`src/rtl/mem_arb_pkg.sv`:
```
// mem_arb_pkg: arbiter state type, default memory widths and the round-robin winner search.
package mem_arb_pkg;

    localparam int ADDR_W = 4;
    localparam int DATA_W = 8;

    typedef enum logic [1:0] {IDLE, ISSUE, WAIT} state_e;

    // Scans ptr+8 .. ptr+1 so the nearest set bit after ptr is the last one assigned.
    function automatic logic [2:0] rr_pick(input logic [7:0] req, input logic [2:0] ptr, input int n);
        logic [2:0] w;
        logic [2:0] idx;
        w = '0;
        for (int k = 8; k >= 1; k--) begin
            idx = 3'((int'(ptr) + k) % n);
            if (k <= n && req[idx]) w = idx;
        end
        return w;
    endfunction

endpackage

```
`src/rtl/mem_arb_rr_picker.sv`:
```
// mem_arb_rr_picker: combinational winner select; holding ptr_i at N-1 yields fixed priority.
module mem_arb_rr_picker import mem_arb_pkg::*; #(
    parameter int N  = 4,
    parameter int IW = $clog2(N)
) (
    input  logic [N-1:0]  req_i,
    input  logic [IW-1:0] ptr_i,
    output logic [IW-1:0] win_o,
    output logic          any_o
);

    assign win_o = IW'(rr_pick(8'(req_i), 3'(ptr_i), N));
    assign any_o = |req_i;

endmodule

```
`src/rtl/mem_arbiter.sv`:
```
// mem_arbiter: round-robin arbiter sharing one single-port memory between NUM_REQ requesters.
// Define MEM_ARB_FIXED_PRIO_EN for fixed priority (lowest index wins, no RR pointer).
module mem_arbiter import mem_arb_pkg::*; #(
    parameter int NUM_REQ = 4,
    parameter int ADDR_W  = mem_arb_pkg::ADDR_W,
    parameter int DATA_W  = mem_arb_pkg::DATA_W,
    parameter int RD_LAT  = 1
) (
    input  logic                       clk,
    input  logic                       rst,
    input  logic [NUM_REQ-1:0]         req,
    input  logic [NUM_REQ-1:0]         req_wr_rdn,
    input  logic [NUM_REQ*ADDR_W-1:0]  req_addr,
    input  logic [NUM_REQ*DATA_W-1:0]  req_wdata,
    output logic [NUM_REQ-1:0]         gnt,
    output logic [NUM_REQ-1:0]         rvalid,
    output logic [DATA_W-1:0]          rdata,
    output logic                       mem_en,
    output logic                       mem_wr_rdn,
    output logic [ADDR_W-1:0]          mem_addr,
    output logic [DATA_W-1:0]          mem_in_data,
    input  logic [DATA_W-1:0]          mem_out_data
);

    localparam int IW = $clog2(NUM_REQ);

    state_e              state_q, state_d;
    logic [IW-1:0]       w_q, w_d, win;
    logic                any;
    logic [1:0]          cnt_q, cnt_d;
    logic [NUM_REQ-1:0]  gnt_q, gnt_d, rvalid_q, rvalid_d;
    logic [DATA_W-1:0]   rdata_q, rdata_d, wdata_q, wdata_d;
    logic                en_q, en_d, wr_q, wr_d;
    logic [ADDR_W-1:0]   addr_q, addr_d;
`ifndef MEM_ARB_FIXED_PRIO_EN
    logic [IW-1:0]       ptr_q, ptr_d;
`endif

    mem_arb_rr_picker #(.N(NUM_REQ), .IW(IW)) u_pick (
        .req_i (req),
`ifdef MEM_ARB_FIXED_PRIO_EN
        .ptr_i (IW'(NUM_REQ - 1)),
`else
        .ptr_i (ptr_q),
`endif
        .win_o (win),
        .any_o (any)
    );

    always_comb begin
        state_d  = state_q;
        w_d      = w_q;
        cnt_d    = cnt_q;
        gnt_d    = '0;
        rvalid_d = '0;
        rdata_d  = rdata_q;
        en_d     = 1'b0;
        wr_d     = wr_q;
        addr_d   = addr_q;
        wdata_d  = wdata_q;
`ifndef MEM_ARB_FIXED_PRIO_EN
        ptr_d    = ptr_q;
`endif
        if (state_q == IDLE && any) begin
            state_d = ISSUE;
            w_d     = win;
            gnt_d   = NUM_REQ'(1) << win;
            en_d    = 1'b1;
            wr_d    = req_wr_rdn[win];
            addr_d  = req_addr[win*ADDR_W +: ADDR_W];
            wdata_d = req_wdata[win*DATA_W +: DATA_W];
`ifndef MEM_ARB_FIXED_PRIO_EN
            ptr_d   = win;
`endif
        end else if (state_q == ISSUE) begin
            state_d = wr_q ? IDLE : WAIT;
            cnt_d   = 2'(RD_LAT - 1);
        end else if (state_q == WAIT) begin
            cnt_d = cnt_q - 2'd1;
            if (cnt_q == '0) begin
                state_d  = IDLE;
                rdata_d  = mem_out_data;
                rvalid_d = NUM_REQ'(1) << w_q;
            end
        end
    end

    always_ff @(posedge clk) begin
        if (rst) begin
            state_q  <= IDLE;
            w_q      <= '0;
            cnt_q    <= '0;
            gnt_q    <= '0;
            rvalid_q <= '0;
            rdata_q  <= '0;
            en_q     <= 1'b0;
            wr_q     <= 1'b0;
            addr_q   <= '0;
            wdata_q  <= '0;
`ifndef MEM_ARB_FIXED_PRIO_EN
            ptr_q    <= IW'(NUM_REQ - 1);
`endif
        end else begin
            state_q  <= state_d;
            w_q      <= w_d;
            cnt_q    <= cnt_d;
            gnt_q    <= gnt_d;
            rvalid_q <= rvalid_d;
            rdata_q  <= rdata_d;
            en_q     <= en_d;
            wr_q     <= wr_d;
            addr_q   <= addr_d;
            wdata_q  <= wdata_d;
`ifndef MEM_ARB_FIXED_PRIO_EN
            ptr_q    <= ptr_d;
`endif
        end
    end

    assign gnt         = gnt_q;
    assign rvalid      = rvalid_q;
    assign rdata       = rdata_q;
    assign mem_en      = en_q;
    assign mem_wr_rdn  = wr_q;
    assign mem_addr    = addr_q;
    assign mem_in_data = wdata_q;

endmodule

```
`config.mk`:
```
export PLATFORM = sky130hd
export DESIGN_NAME = mem_arbiter
export DESIGN_NICKNAME = d
export VERILOG_FILES = /design/src/rtl/mem_arb_pkg.sv /design/src/rtl/mem_arb_rr_picker.sv /design/src/rtl/mem_arbiter.sv
export SDC_FILE = /design/constraint.sdc
export NUM_CORES = 1
export LEC_CHECK = 0
export CELL_PAD_IN_SITES_DETAIL_PLACEMENT = 2
export CELL_PAD_IN_SITES_GLOBAL_PLACEMENT = 2
export CORE_MARGIN = 4
export CORE_UTILIZATION = 33
export CTS_BUF_LIST = sky130_fd_sc_hd__clkbuf_4 sky130_fd_sc_hd__clkbuf_8
export DETAILED_ROUTE_END_ITERATION = 7
export DONT_BUFFER_PORTS = 1
export GPL_TIMING_DRIVEN = 0
export PLACE_DENSITY_LB_ADDON = 0.12
export SLEW_MARGIN = 5
export SYNTH_ARGS = -nofsm -noshare
export SYNTH_HDL_FRONTEND = slang
export SYNTH_SLANG_ARGS = --single-unit
```
`constraint.sdc`:
```
create_clock -name clk -period 1.7 [get_ports clk]
set_input_delay 0.17 -clock clk [delete_from_list [all_inputs] [get_ports clk]]
set_output_delay 0.17 -clock clk [all_outputs]
set_load 0.05 [all_outputs]
```
Fig. 1: run 1, selected gate families
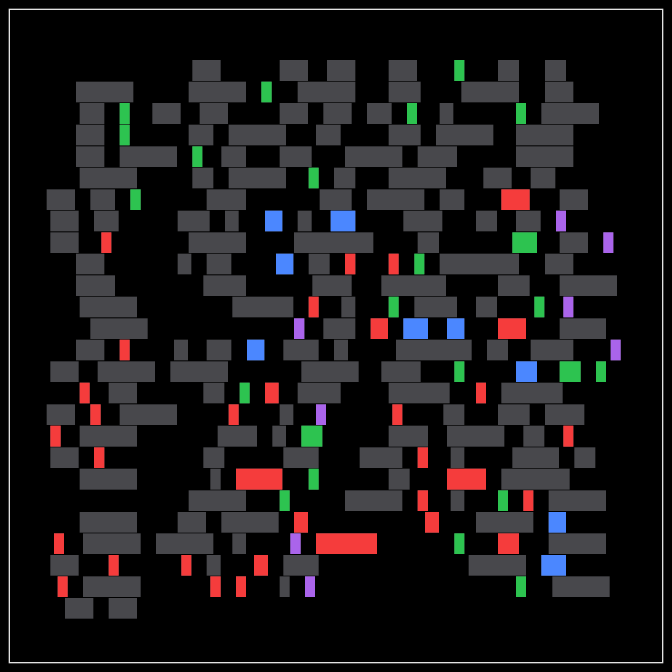
- purple: inv cells (cells 8)
- blue: and/or cells (cells 9)
- red: nor cells (cells 33)
- green: nand cells (cells 23)
highest-count logic cell in the final layout: dfxtp_1
combinational share of cell area: 47.2%

Fig. 2: run 1, clock network drawn from the DEF
Scale bar: 20 microns.
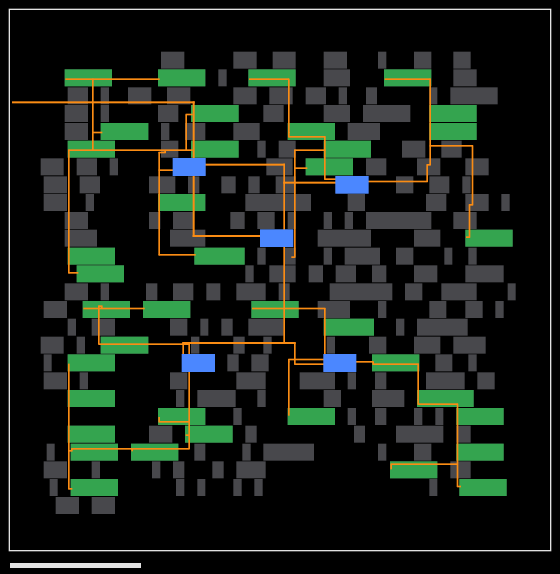
- green: flip-flops (count 38)
- blue: clock-net drivers (count 5)
- orange: clock wires (length 531 microns)
- flops lie: all over the die
worst clock skew on the final layout: 0.00588 ns
clock-net power: 658 uW

==> notes.md <==
Implementation results are summarized by area below.

Worst setup path
The number of cells on the worst reg-to-reg path is 7. The timing report shows that the slowest cell on the worst path is dfxtp_4. The data required time reported for the critical path is 1.86 ns. The delay of the slowest cell on the worst path is 0.37 ns. STA classifies the critical path endpoint as a register.

The data arrival time of the critical path is 1.92 ns. The worst setup path is launched from a register. The cell repeated most along the worst path is buf_12. For reference, the critical path cell chain is mux2i_2, a2bb2oi_2, and2_4, buf_12, buf_12, mux2i_1, o221ai_1. The kind of critical path is register to register.

Global routing
The first-pass GRT wire length is 8.78 mm. The initial antenna violation count is 0. Summed over all layers, the global routing overflow is 0. The via count of the first global-routing pass is 1,702.

For this run, the total global-route usage over all layers was measured as 17.4%.

Timing
Checking max transition, the worst relative margin is 59.1%. The final report lists the setup-violating endpoint count as 8. Setup repair after global routing could not meet its margin everywhere. For the pin with the worst max-slew slack, the measured transition is 0.608 ns.

The fraction of the cycle the final worst path needs is 104%. The hold violation total from the final report is 0. The highest clock frequency the design can meet is 568 MHz. The minimum period implied by the final worst setup slack is 1.76 ns.

After routing, the total negative slack on setup checks comes to -0.233 ns. After layout, the worst setup slack is -0.0610 ns. The final max-slew violation count recorded for this run is 0.

Route
Dividing the detail-routed wire length by the instance count gives 20.7 microns. Per the detail_route report, vias per standard cell equal 5.45. The detail route stage leaves a number of antenna-violating nets equal to 0. The total vias in the final route is 1,558. The iteration tally of the first detailed-router pass is 4. Per the detail_route report, DRC violations left total 0.

Detailed-route iteration 0 reported a violation count of 38.

Yosys
After synthesis, the design contains 190 cells according to Yosys. The synthesis report gives the async set-or-reset register share as 0%. The post-synthesis instance area is 1830 sq um. The number of synthesized flops with an enable pin is 0. The synthesized flop and latch total is 38. Per the post-synthesis report, the nets total 260. The tally of unique sky130hd cells used after synthesis is 37.

The leading area contributor after synthesis is dfxtp_1. In this run the mean area of a mapped cell was 9.63 sq um. The register share after synthesis is 41.6%. The fraction of synthesized cell area taken by the top area cell type is 41.6%.

For reference, the top cells by area after synthesis are dfxtp_1, mux2i_1, o221ai_1, nor2_1, nand2_1. The synthesized netlist has a Yosys-reported chip area of 1830 sq um. The gate count of the mapped netlist is 190. The count of warnings emitted by yosys is 0. The most frequently used flop master after synthesis is dfxtp_1.

Die
According to the I/O placement log, the pin count is 96. After floorplanning, the die was sized to cover 6800 sq um. The die outline height is 82.5 microns.

The chip width is 82.5 microns. The effective utilization at floorplan is 34.9%.

Outcome
The run finished, with violations left. The final reports fail on negative setup slack.

Pwr
The power density relative to cell area is 1100 nW/um^2. The maximum ir drop on the vdd rail is 0.482 mV. The leakage power in the latest report is 0.000939 uW. The completed layout was analyzed and its total power is 2590 uW.

Cells and area
Compared with the post-synthesis result, the final layout area differs by 28.5%. The number of antenna diodes is 0. The final report lists a non-filler cell total of 286. The final cell area excluding filler cells is 2350 sq um. The ratio of cells with drive above 1 in the final layout is 28.2%.

Run
In this run the tools logged warnings totalling 30.

Place
The total placed cells including tap cells is 260. After detailed placement, the total cell area comes to 1920 sq um. The number of buffer cells added on primary ports is 0.

Clock tree
Per the TritonCTS log, the buffer count is 5. The number of clock sinks came to 38. The buffer levels on the longest clock path is 2. After clock tree synthesis, the clock-pin slew on the worst setup and hold paths is 0.07 ns. The later pin in the worst-skew pair is clocked with a latency of 0.29 ns. The hold-fix buffer count after cts is 0. TritonCTS built the clock tree.

The clock root buffer is clkbuf_8.

Min path
The worst hold path class is input pin to register. The depth of the worst hold-timing path is 2.
Fig. 3: run 1, where the registers sit
Scale bar: 20 microns. Other sequential cells in the stronger gray, the rest of the logic in the fainter gray.
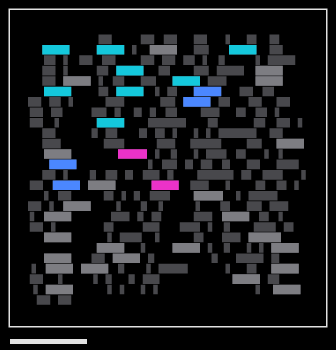
- magenta: state_q (sequential cells 2)
- cyan: mem_in_data (sequential cells 8)
- blue: gnt (sequential cells 4)
- not colored: 24
Reg area: 767 sq um
Final Util: 44.9%
Sequential Power: 1280 uW

Fig. 4: run 1, placement by cell class
Scale bar: 20 microns.
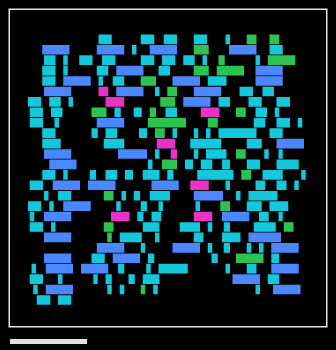
- magenta: clock drivers and dummy loads (cells 8)
- blue: registers (cells 38)
- green: remaining buffers and delay cells (cells 26)
- cyan: remaining logic cells (cells 144)
floorplan core area: 5240 sq um
# rows: 26

-- run 1: cell usage in the layout, fill, tap and decap left out, drive strengths merged, types with 3 or more instances in the layout --
| cell type | synthesis | final |
|---|---|---|
| dfxtp | 38 | 38 |
| mux2i | 32 | 32 |
| nor2 | 23 | 23 |
| buf | 4 | 23 |
| nand2 | 20 | 20 |
| o221ai | 10 | 10 |
| clkbuf | 4 | 10 |
| inv | 8 | 8 |
| nor3 | 7 | 7 |
| a21oi | 6 | 6 |
| and2 | 5 | 5 |
| o21ai | 5 | 5 |
| ha | 4 | 4 |
| a2111oi | 3 | 3 |
| a311oi | 3 | 3 |
-- run 1: Yosys cell counts (all sizes together), types with 2 or more instances --
| library cell | number |
|---|---|
| a2111oi | 3 |
| a21boi | 2 |
| a21oi | 6 |
| a311oi | 3 |
| and2 | 5 |
| buf | 4 |
| clkbuf | 4 |
| dfxtp | 38 |
| ha | 4 |
| inv | 8 |
| mux2i | 32 |
| nand2 | 20 |
| nand3b | 2 |
| nor2 | 23 |
| nor3 | 7 |
| o21ai | 5 |
| o21bai | 2 |
| o221ai | 10 |
-- run 1: cell type report --
class	count	area, sq um
buffer	7	60.1
clock buffer	7	90.1
clock inverter	1	5.00
fill	559	2890
inverter	8	30.0
multi-input combinational	136	1110
sequential	38	767
tap	70	87.6
timing repair buffer	19	203
-- run 1: worst paths after layout --
path,slack [ns],from,end
setup / recovery,-0.06,ptr_q[1],mem_in_data[3]
hold reg to reg,0.48,w_q[0],rvalid[2]
hold / removal,0.03,req_wr_rdn[2],mem_wr_rdn
setup reg to reg,-0.06,ptr_q[1],mem_in_data[3]
-- run 1: critical path: cells and delay by family, from the launching register on --
family | cells | cell delay [ns]
AND-OR/OR-AND | 2 | 0.33
flip-flops | 1 | 0.37
AND/OR/NAND/NOR | 1 | 0.25
multiplexers | 2 | 0.44
buffers and inverters | 2 | 0.24
-- run 1: timing repair --
action                                  in CTS  in global routing
resized                                     22                 22
pin swaps                                    8                  6
endpoints found under the setup margin      27                 19
buffers inserted                            13                  5
gates cloned                                 1                  0
-- run 1: logic make-up after synthesis --
logic type | count (synthesis) | share of synthesized area (%)
muxes | 32 | 17.5
DFF | 38 | 41.6
and+or+nand+nor | 65 | 17.1
buffers and inverters | 16 | 5.61
AOI/OAI and AO/OA | 35 | 15.5
adders and majority gates | 4 | 2.74
-- run 1: power by group --
part | internal (uW) | total [uW] | switching (uW)
logic | 334 | 651 | 317
registers | 980 | 1280 | 304
clock network | 343 | 658 | 315
-- run 1: metrics by stage --
stage	hold WS, ns	worst slack (ns)
4_1_cts	0.0147	-0.0567
2_1_floorplan	0.306	0.0567
5_1_grt	0.0186	-0.117
6_report	0.0316	-0.0610
3_3_place_gp	0.319	-0.173
3_5_place_dp	0.321	-0.328
-- run 1: routing by layer --
layer / wire length [microns] / GRT usage, %
met2: 3000 / 29.4
met1: 2420 / 21.0
met4: 47 / 3.49
met5: 0 / 0
met3: 465 / 6.83
-- run 1: registers in the layout (all words and copies together), names as in the netlist --
register / cells
mem_addr: 4
mem_in_data: 8
gnt: 4
mem_wr_rdn: 1
rvalid: 4
w_q: 2
rdata: 8
ptr_q: 2
mem_en: 1
state_q: 2
cnt_q: 2
Power figures rest on the tool's default switching activity, not on a simulated workload.
